$ cat src/rtl/ext_int_ctrl_pkg.sv
// Shared definitions for the machine external interrupt controller:
// FSM state encoding and the mcause value the trap side reports.
package ext_int_ctrl_pkg;

  typedef enum logic [1:0] {
    IDLE    = 2'd0,
    REQ     = 2'd1,
    SERVICE = 2'd2
  } state_t;

  localparam logic [31:0] MCAUSE_MEI = 32'h8000000b;

endpackage

$ cat src/rtl/ext_int_ctrl_prio_enc.sv
// Combinational lowest-index-wins priority encoder; o_vld flags any request.
// Zero latency, no flow control.
module ext_int_ctrl_prio_enc
  import ext_int_ctrl_pkg::*;
#(
  parameter int N_SRC = 8,
  parameter int ID_W  = 3
) (
  input  logic [N_SRC-1:0] i_req,
  output logic             o_vld,
  output logic [ID_W-1:0]  o_id
);

  // Scan from the top down so the lowest set index is written last.
  always_comb begin
    o_vld = 1'b0;
    o_id  = '0;
    for (int i = N_SRC - 1; i >= 0; i--) begin
      if (i_req[i]) begin
        o_vld = 1'b1;
        o_id  = ID_W'(i);
      end
    end
  end

endmodule

$ cat src/rtl/ext_int_ctrl.sv
// Machine external interrupt controller: pending latch, fixed priority, REQ/SERVICE handshake with int_ack/ret.
// int_req rises one edge after pending sets (plus 2 edges with EXT_INT_SYNC_EN); the next request waits for ret.
module ext_int_ctrl
  import ext_int_ctrl_pkg::*;
#(
  parameter int               N_SRC     = 8,
  parameter int               ID_W      = 3,
  parameter logic [N_SRC-1:0] EDGE_MASK = '0
) (
  input  logic             clock,
  input  logic             reset_n,
  input  logic [N_SRC-1:0] irq_src,
  input  logic [N_SRC-1:0] irq_en,
  input  logic             int_ack,
  input  logic             ret,
  output logic             int_req,
  output logic [ID_W-1:0]  irq_id,
  output logic             busy,
  output logic [N_SRC-1:0] pending
);

  state_t             r_state;
  logic               r_int_req;
  logic               r_busy;
  logic [ID_W-1:0]    r_irq_id;
  logic [N_SRC-1:0]   r_pending;
  logic [N_SRC-1:0]   r_prev;

  logic [N_SRC-1:0]   w_src;
  logic [N_SRC-1:0]   w_cand;
  logic [N_SRC-1:0]   w_cand_sh;
  logic [N_SRC-1:0]   w_rise;
  logic [N_SRC-1:0]   w_clr;
  logic               w_cur;
  logic               w_ack;
  logic               w_vld;
  logic [ID_W-1:0]    w_win;

`ifdef EXT_INT_SYNC_EN
  logic [N_SRC-1:0] r_sync1;
  logic [N_SRC-1:0] r_sync2;

  always_ff @(posedge clock or negedge reset_n) begin
    if (!reset_n) begin
      r_sync1 <= '0;
      r_sync2 <= '0;
    end else begin
      r_sync1 <= irq_src;
      r_sync2 <= r_sync1;
    end
  end

  assign w_src = r_sync2;
`else
  assign w_src = irq_src;
`endif

  assign w_cand    = r_pending & irq_en;
  assign w_cand_sh = w_cand >> r_irq_id;
  assign w_cur     = w_cand_sh[0];
  assign w_ack     = (r_state == REQ) && int_ack;
  assign w_clr     = (w_ack ? (N_SRC'(1) << r_irq_id) : '0) & EDGE_MASK;
  assign w_rise    = w_src & ~r_prev;

  ext_int_ctrl_prio_enc #(
    .N_SRC (N_SRC),
    .ID_W  (ID_W)
  ) u_prio_enc (
    .i_req (w_cand),
    .o_vld (w_vld),
    .o_id  (w_win)
  );

  // Edge bits OR in the new rise after the ack clear, so a fresh edge survives.
  always_ff @(posedge clock or negedge reset_n) begin
    if (!reset_n) begin
      r_pending <= '0;
      r_prev    <= '0;
    end else begin
      r_pending <= (EDGE_MASK & ((r_pending & ~w_clr) | w_rise)) | (~EDGE_MASK & w_src);
      r_prev    <= w_src;
    end
  end

  always_ff @(posedge clock or negedge reset_n) begin
    if (!reset_n) begin
      r_state   <= IDLE;
      r_int_req <= 1'b0;
      r_busy    <= 1'b0;
      r_irq_id  <= '0;
    end else begin
      case (r_state)
        IDLE: begin
          if (w_vld) begin
            r_irq_id  <= w_win;
            r_int_req <= 1'b1;
            r_state   <= REQ;
          end
        end
        REQ: begin
          if (int_ack) begin
            r_int_req <= 1'b0;
            r_busy    <= 1'b1;
            r_state   <= SERVICE;
          end else if (!w_cur) begin
            r_int_req <= 1'b0;
            r_state   <= IDLE;
          end
        end
        SERVICE: begin
          if (ret) begin
            r_busy  <= 1'b0;
            r_state <= IDLE;
          end
        end
        default: begin
          r_int_req <= 1'b0;
          r_busy    <= 1'b0;
          r_state   <= IDLE;
        end
      endcase
    end
  end

  assign int_req = r_int_req;
  assign irq_id  = r_irq_id;
  assign busy    = r_busy;
  assign pending = r_pending;

endmodule

$ cat config.mk
export PLATFORM = sky130hd
export DESIGN_NAME = ext_int_ctrl
export DESIGN_NICKNAME = d
export VERILOG_FILES = /design/src/rtl/ext_int_ctrl_pkg.sv /design/src/rtl/ext_int_ctrl_prio_enc.sv /design/src/rtl/ext_int_ctrl.sv
export SDC_FILE = /design/constraint.sdc
export NUM_CORES = 1
export LEC_CHECK = 0
export ABC_AREA = 1
export CAP_MARGIN = 10
export CORE_UTILIZATION = 42
export DETAILED_ROUTE_END_ITERATION = 10
export PLACE_DENSITY = 0.81
export SYNTH_ARGS = -nofsm -noshare
export SYNTH_HDL_FRONTEND = slang
export SYNTH_SLANG_ARGS = --single-unit
export TNS_END_PERCENT = 20
$ cat constraint.sdc
create_clock -name clock -period 2.15 [get_ports clock]
set_clock_uncertainty 0.1 [all_clocks]
set_input_delay 0.215 -clock clock [delete_from_list [all_inputs] [get_ports clock]]
set_output_delay 0.215 -clock clock [all_outputs]
set_load 0.02 [all_outputs]
==> metrics.yaml, run 1 <==
port_buffers: 32
status: "finished, final reports clean"
grt_overflow_total: 0
syn_nets: 103
cts_resized: 0
r2r_cells: 8
place_inst: 131
synthTopCellsByCount: "nand2_1 (25), dfrtp_1 (15), nand2_2 (9)"
detail_route.vias_per_cell: 4.99
fmax_mhz: 572
postRouteAntennaNets: 0
tightestPinTransition_ps: 637
synth-edff-count: 0
logic_area_um2: 303
yosys.area_share.adder_pct: 0
met2_usage_pct: 33.4
path_depth: 1
warnings: 26
grt_pass1_wl_um: 2660
top_cells_by_area: "dfrtp_1 (53%), nand2_1 (13%), nand2_2 (7.9%)"
io_pins: 33
numCtsBuffers: 3
avgSynthCellArea_um2: 8.58
rsz0062_at_grt: "no"
cts_tree: "done"
min_period_ps: 1750
rr_endpoint: "irq_id[0]"
timing.slew.headroom_pct: 57.4
postSynthCellCount: 83
grt_max_degree: 16
slowest_stage: "clkdlybuf4s50_1"
rrSetupSlack_ps: 830
nFillCells: 127
synthToLayoutAreaGrowth_pct: 51.5
cts_sinks: 15
drv_cap: 0
fin_ws_ps: 402
hpwl_um: 1280
htree_levels: 1
cp_num_buf_inv: 1
synthSimpleGateAreaFrac_pct: 33.4
cts_root_buf: "clkbuf_4"
place_ws_ps: 592
crit_chain: "clkdlybuf4s50_1"
clockBufferDepth: 2
yosysChipArea_um2: 712
drv_slew: 0
path_clk_slew_ps: 90
hold_violations: 0
cp-startpoint: "irq_id[0]"
flop_cell: "dfrtp_1"
mostFrequentLayoutCells: "clkdlybuf4s50_1 (32), nand2_1 (25), dfrtp_1 (15), nand2_2 (9), nand3_1 (7)"
yosys.area.top_type: "dfrtp_1"
firstDrtPassIters: 4
required_ps: 1840
hold_slack_ps: 211
cellPowerDensity_nw_per_um2: 996
netlist.area_leader.share_pct: 52.7
seq_area_frac_synth_pct: 52.7
antenna_found_initial: 0
synthXorXnorAreaFrac_pct: 0
critical_path.top_delay_family: "buffers and inverters"
cts_hold_buf: 0
drive_above_1_share_pct: 16.8
num_antenna_cells: 0
use_met3_pct: 4.26
cts_setup_buffers: 0
placed_area_um2: 1050
first_global_vias: 661
met1_usage_pct: 22.6
layout.cells.most_common: "clkdlybuf4s50_1"
die_area_um2: 1860
p_leak_nw: 0.515
fin_setup_tns_ps: 0
fin_crit_sh_pct: 81.3
drc: 0
hold_path.class: "input port to asynchronous set/reset pin"
cp-endpoint: "irq_id[0]"
r2r-start: "pending[3]"
synth-async-reset-ratio_pct: 100
aoi_share_pct: 9.14
critical_path_class: "flop to primary output"
finalSetupViolations: 0
## run 1: layer usage
layer	part of all wire, %	up-vias
li1	-	336
met1	43	310
met2	51	22
met3	3.9	5
met4	2.3	0
met5	0	-
## run 1: layout make-up
cell class | count | share of cell area (%)
clock buffers | 4 | 2.44
inverters | 9 | 3.13
multi-input cells | 59 | 28.1
flip-flops and latches | 15 | 34.8
well taps | 16 | 1.86
repair buffers | 32 | 29.7
## run 1: flip-flops by register name, indices dropped and copies added, names as in the netlist
name,count
r_state,2
pending,8
int_req,1
irq_id,3
busy,1
## run 1: report_power, final
group | switching [mW] | total, mW | internal [mW]
registers | 0.0758 | 0.429 | 0.353
clock network | 0.0907 | 0.163 | 0.0722
logic | 0.260 | 0.482 | 0.222
total | 0.427 | 1.07 | 0.647
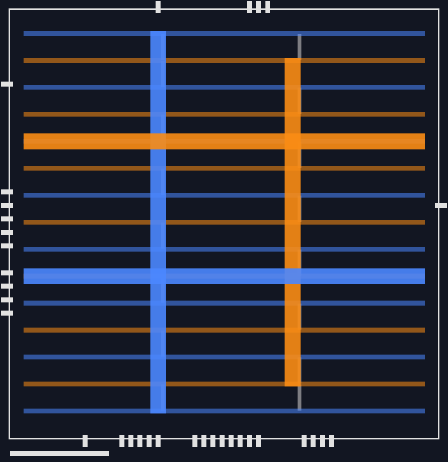
(run_1/power_grid.png)
Bar = 10 µm. Pins as bars on the die edge. Tap cells in gray.
VSS: shown in blue. VDD: shown in orange.
15 met1 rails follow the rows. 16 tap cells.
Peak VDD IR: 0.588 mV
core area: 1540 µm²
Die X: 43.2 µm
die y size: 43.2 µm

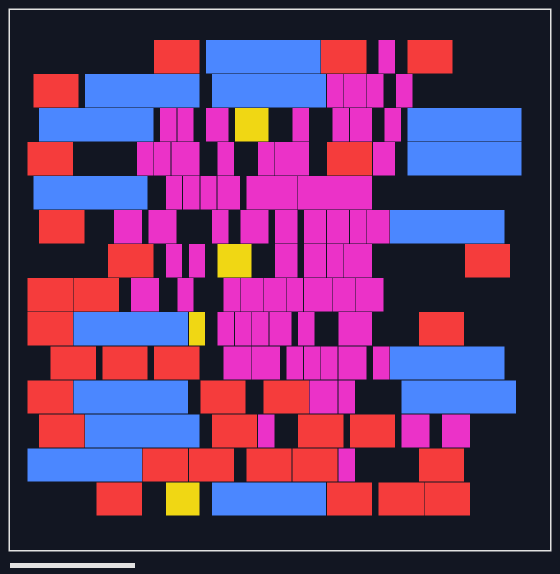
(run_1/placement_by_type.png)
Bar = 10 µm.
combinational and other logic: shown in magenta, cells 68, share of their area 32%. clock drivers and dummy loads: shown in yellow, cells 4, share of their area 2.5%. flops: shown in blue, cells 15, share of their area 35%. other buffers and delay cells: shown in red, cells 32, share of their area 30%.
Core Rows: 14
final instance area: 1080 µm²
Final Util: 70.0%

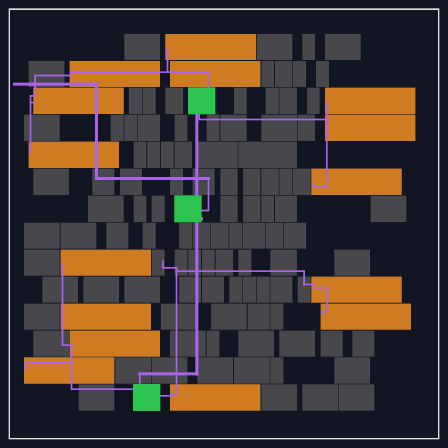
(run_1/clk_routes.png)
clock drivers: shown in green, count 3. clock wires: shown in purple, length 194 µm. flip-flops: shown in orange, count 15.
There are 4 routed clock nets.
clock network power share: 15.2%
power of the clock network: 0.163 mW
clk ins delay skew pair: 290 ps

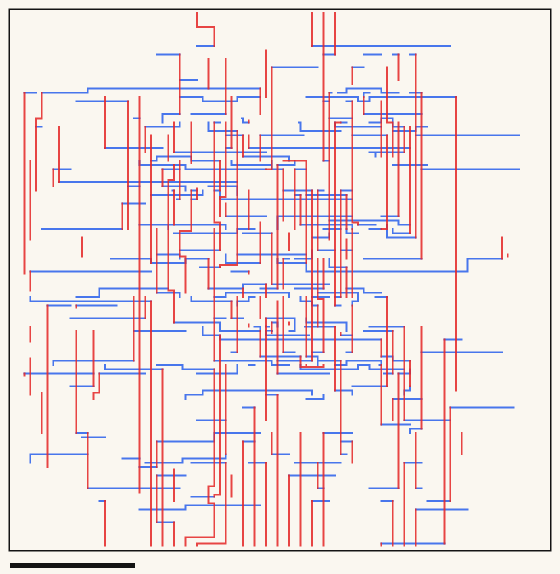
(run_1/wires.png)
Bar = 10 µm. Only two layers are drawn.
metal 2: shown in red, wire length 832 µm. metal 1: shown in blue, wire length 693 µm.
via count: 673
GRT Overall Usage: 19.9%
wire per inst: 12.0 µm
WL final: 1630 µm

## Run 2: what changed since run 1
CORE_UTILIZATION = 35   (was 42)
PLACE_DENSITY = 0.73   (was 0.81)
clock period = 1.52 ns   (was 2.15 ns; I/O delays follow)
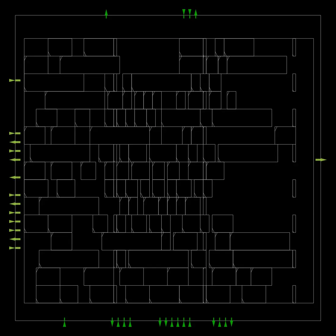
(run_2/placement.png)
Final Util: 60.2%
registers: 15
Fillers: 170

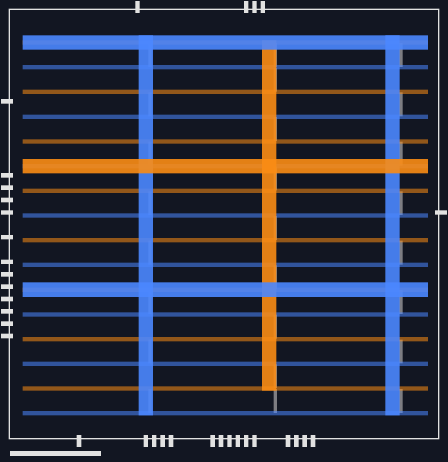
(run_2/power_grid.png)
Bar = 10 µm. Pins as bars on the die edge. Tap cells in gray.
VSS: shown in blue. VDD: shown in orange.
16 met1 rails follow the rows. 33 signal pins sit on the boundary. 3 straps on met4. 25 tap cells. 3 straps on met5.
core area: 1820 µm²
Peak VDD IR: 0.812 mV
die y size: 47.1 µm
Die X: 47.1 µm

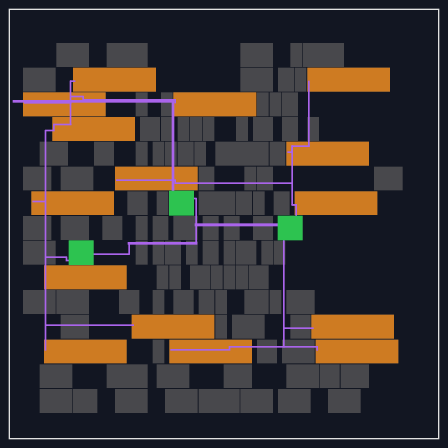
(run_2/clk_routes.png)
clock wires: shown in purple, length 197 µm. clock drivers: shown in green, count 3. flip-flops: shown in orange, count 15.
There are 4 routed clock nets.
clk ins delay skew pair: 280 ps
power of the clock network: 0.226 mW
clock network power share: 15.5%

==> metrics.yaml, run 2 <==
status: "finished, final reports clean"
logic_area_um2: 303  # unchanged
p_leak_nw: 0.576  # +12%
crit_chain: "dlygate4sd2_1"
path_depth: 1  # unchanged
num_antenna_cells: 0  # unchanged
htree_levels: 1  # unchanged
cts_resized: 9  # +9
drv_cap: 0  # unchanged
die_area_um2: 2220  # +19%
place_ws_ps: 42.5  # -550 ps
required_ps: 1270  # -570 ps
wirelength_um: 1510  # -7.0%
drive_above_1_share_pct: 17.5  # +0.69 points
top_layer: "met4"
sw_frac_of_total_pct: 39.8  # +0.057 points
synthToLayoutAreaGrowth_pct: 54.0
hold_violations: 0  # unchanged
critical_path_class: "flop to primary output"
finalSetupViolations: 0  # unchanged
yosys.area_share.adder_pct: 0  # unchanged
hold_path.class: "input port to asynchronous set/reset pin"
sequentialPowerShare_pct: 41.1  # +1.2 points
met2_usage_pct: 25.6  # -7.9 points
wl_per_cell_um: 10.4  # -13%
postSynthCellCount: 83  # unchanged
synthSimpleGateAreaFrac_pct: 33.4  # unchanged
path_clk_slew_ps: 90  # about the same
antenna_found_initial: 0  # unchanged
met1_usage_pct: 20.4  # -2.2 points
p_comb_share_pct: 43.5  # -1.4 points
aoi_share_pct: 9.14  # unchanged
maxPowerGroup: "combinational cells"
clockBufferDepth: 2  # unchanged
fmax_mhz: 727
port_buffers: 32  # unchanged
hpwl_um: 1180  # -7.9%
drc: 0  # unchanged
seq_area_frac_synth_pct: 52.7  # unchanged
warnings: 26  # unchanged
wl_met3_um: 75  # +19%
yosys.area.top_type: "dfrtp_1"
[run 2: cell types whose count changed in the layout (fill, tap and decap cells not counted)]
| cell | delta |
|---|---|
| dlygate4sd2_1 | +9 |
| clkdlybuf4s50_1 | -13 |
| dlymetal6s2s_1 | +4 |
| buf_4 | +1 |
[run 2: layout make-up]
class	count	share of cell area (%)
Sequential cell	15	34.2
Timing Repair Buffer	33	29.8
Multi-Input combinational cell	59	27.6
Inverter	9	3.08
Tap cell	25	2.85
Clock buffer	4	2.40
[run 2: stage by stage]
| step | utilization [%] | std cells | cell area (µm²) |
|---|---|---|---|
| after global routing | 60.2 | 145 | 1100 |
| after global placement | 58.8 | 141 | 1070 |
| final | 60.2 | 145 | 1100 |
| after CTS | 59.7 | 145 | 1090 |
| after detailed placement | 58.8 | 141 | 1070 |
| after floorplan | - | 83 | 712 |
Power is estimated from default activity; no workload was simulated.
